Fig. 1: local utilization
9 x 10 tiles, from dark blue (low) to red (high), 0 to 100% covered.
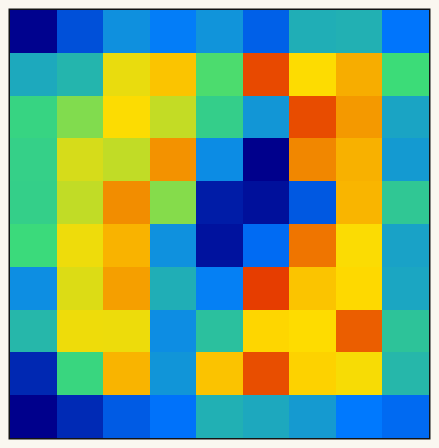
Fig. 2: routed metal, one color a layer
The bar under the picture is 20 um long.
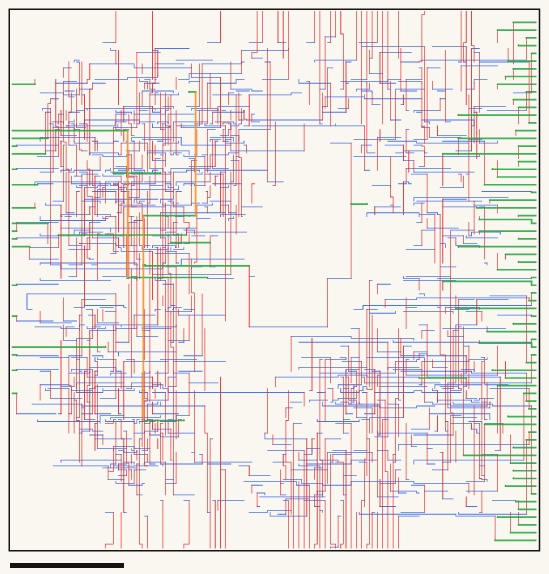
Fig. 3: gate-type map
The bar under the picture is 20 um long.
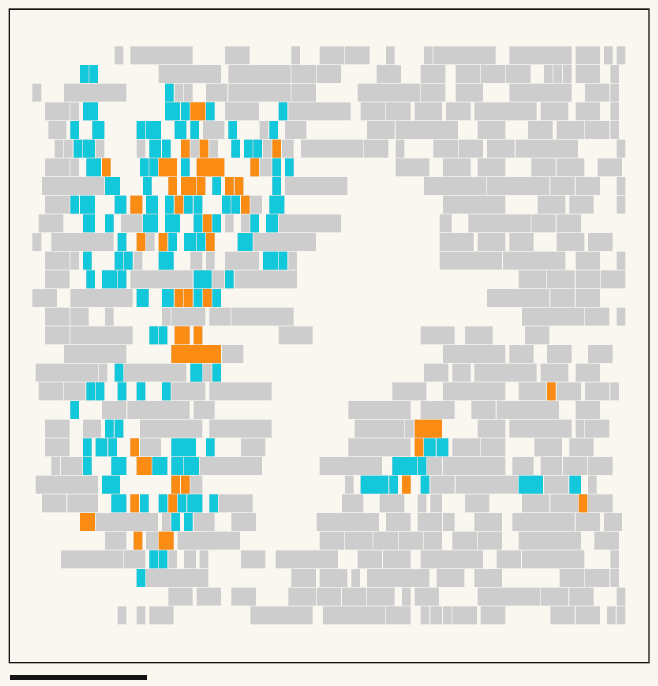
Fig. 4: clock network drawn from the DEF
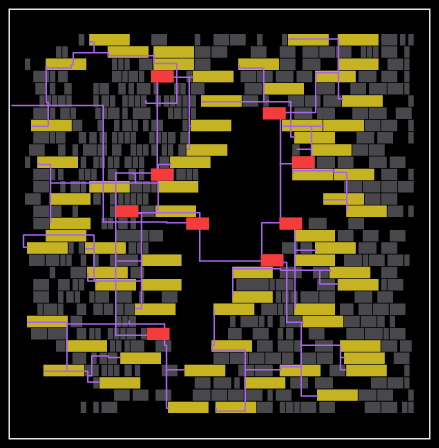
==> config.mk <==
export PLATFORM = sky130hd
export DESIGN_NAME = multicycle_ctrl_flat
export DESIGN_NICKNAME = d
export VERILOG_FILES = /design/src/rtl/multicycle_ctrl_if.sv /design/src/rtl/multicycle_ctrl.sv /design/src/flat_wrapper.sv
export SDC_FILE = /design/constraint.sdc
export NUM_CORES = 1
export LEC_CHECK = 0
export ABC_AREA = 1
export ABC_CLOCK_PERIOD_IN_PS = 2530
export CAP_MARGIN = 25
export CORE_AREA = 3 3 90 92
export CTS_CLUSTER_DIAMETER = 40
export CTS_CLUSTER_SIZE = 12
export DETAILED_ROUTE_END_ITERATION = 8
export DIE_AREA = 0 0 93 95
export PLACE_DENSITY = 0.84
export SYNTH_ARGS = -nofsm -noshare
export SYNTH_HDL_FRONTEND = slang
export SYNTH_SLANG_ARGS = --single-unit
==> constraint.sdc <==
create_clock -name clk -period 2.53 [get_ports clk]
set_clock_uncertainty 0.2 [all_clocks]
set_input_delay 0.506 -clock clk [delete_from_list [all_inputs] [get_ports clk]]
set_output_delay 0.506 -clock clk [all_outputs]
set_load 0.03 [all_outputs]
==> summary.rpt <==
YOSYS
--------------------------------------------------------------------------------
Most area-hungry cell type in the Yosys netlist                     sky130_fd_sc_hd__dfrtp_1
Dominant register cell                                              sky130_fd_sc_hd__dfrtp_1
Biggest area contributors in the synthesized netlist                sky130_fd_sc_hd__dfrtp_1, sky130_fd_sc_hd__mux2_2, sky130_fd_sc_hd__buf_4
Cell Area, Synth                                                      3320 sq um
Count of distinct cell types in the synthesized netlist                       29
XOR-XNOR Cells, Area Fraction                                              3.42%
Post-Syn Area per Cell                                                9.58 sq um
Post-Synth Simple-Gate Area                                                22.2%
Cells in synth_stat.txt                                                      347
Top post-synthesis cells by count                                   sky130_fd_sc_hd__nand2_1, sky130_fd_sc_hd__dfrtp_1, sky130_fd_sc_hd__buf_4

GLOBAL ROUTE
--------------------------------------------------------------------------------
Maximum number of pins on one net before global-route repair                  66
Met2 Usage GRT                                                             30.1%
Number of antenna violations at the first check in global routing              0

LAYOUT
--------------------------------------------------------------------------------
Top library cells by usage in the layout, fill and taps aside       sky130_fd_sc_hd__clkdlybuf4s50_1, sky130_fd_sc_hd__nand2_1, sky130_fd_sc_hd__dfrtp_1, sky130_fd_sc_hd__conb_1, sky130_fd_sc_hd__mux2_2
Layout cells sized above 1                                                 15.4%
Largest register FFs                                                          32

FINAL TIMING
--------------------------------------------------------------------------------
Period Utilization, post-route                                             94.6%
Hold_ws                                                                   176 ps
Max-slew violation total from the final report                                 0
Final setup violation count                                                    0
Fin. Hold Viols                                                                0
Setup total negative slack                                                  0 ps

CLOCK NETWORK
--------------------------------------------------------------------------------
Count of buffers added by post-CTS timing repair for setup                     0
CTS Hold Buffers Added                                                         0
Maximum number of buffers from clock root to sink                              2
Number of H-tree branching levels                                              3
Root Buffer Master                                                  sky130_fd_sc_hd__clkbuf_8

POWER AND IR DROP
--------------------------------------------------------------------------------
Main power-consuming group                                          combinational cells
Final Power                                                              4710 uW
Reported net switching power                                             1910 uW
Design internal power                                                    2790 uW

SETUP PATH
--------------------------------------------------------------------------------
Critical Setup Path Class                                           register to output port
Slowest cell on the critical path                                   sky130_fd_sc_hd__clkdlybuf4s50_1
Max stage delay on crit path                                              690 ps
Critical path startpoint category                                       register
Category of the worst setup path capture point                       output port
CP Data Arrival Time                                                     1690 ps

PLACEMENT
--------------------------------------------------------------------------------
Port Buffer Count                                                            108
Worst setup timing slack at the placement stage                           283 ps
Dpl cells                                                                    551
HPWL Detailed                                                            5.94 mm

FLOORPLAN
--------------------------------------------------------------------------------
Std-Cell Rows                                                                 31
Chip Area                                                             8840 sq um
Die width                                                                  93 um

FLOW RUN
--------------------------------------------------------------------------------
Number of logged tool warnings                                                26

ROUTING
--------------------------------------------------------------------------------
Count of unresolved DRC violations after routing                               0
Number of DRC violations after detailed-routing iteration 0                   62

MIN PATH
--------------------------------------------------------------------------------
Hold Path Class                                                     input port to async pin

RUN STATUS
--------------------------------------------------------------------------------
Run status                                                          finished clean

About Fig. 1:
3.3% of the tiles are nearly empty. 24% of the tiles are over 75% full. The emptiest ninth of the die: center.
placeable core area: 7290 sq um
Final Core Density: 62.5%
Floorplan Utilization: 45.6%

About Fig. 2:
Key: orange = met4 [wire length 83.6 um]; red = met2 [wire length 3,890 um]; green = met3 [wire length 535 um]; blue = met1 [wire length 3,290 um]
average detailed-routed wire length per instance: 13.8 um
Detailed Route WL: 7.80 mm
overall global routing resource usage: 17.8%
via total after detailed routing: 2,701

About Fig. 3:
Key: orange = NOR gates [cells 40]; cyan = NAND gates [cells 115]
non-filler cells in the finished layout: 567
most frequent standard cell in the layout excluding fill and tap cells: sky130_fd_sc_hd__clkdlybuf4s50_1

About Fig. 4:
Key: purple = clock wires [length 856 um]; yellow = flip-flops [count 65]; red = cells driving clock nets [count 9]
There are 10 routed clock nets. Position of the flops: all over the die.
clock network fraction of total power: 16.7%
Late-Pin Clk Latency: 330 ps
clock distribution power: 787 uW

final cells by class:
type,instances,area (sq um)
Inverter,29,109
Multi-Input combinational cell,246,1410
Timing Repair Buffer,112,1110
Tap cell,99,124
Fill cell,630,2740
Sequential cell,65,1630
Clock buffer,13,159
Clock inverter,3,15.0
worst max-delay path, delay by kind of cell, from the launching register on:
kind	cells	cell delay, ps
and+or+nand+nor	2	260
DFF	1	400
buffers and inverters	1	690
metal layers:
layer  share of wire [%]  routed length, um
met5                   0                  0
met4                 1.1                 83
met3                 6.9                535
met2                  50               3890
met1                  42               3290
what timing repair did:
item | 4_1_cts | 5_1_grt
resized | 1 | 0
endpoints found under the setup margin | 1 | 0
hold endpoints to repair | 0 | 0
Power is estimated from default activity; no workload was simulated.
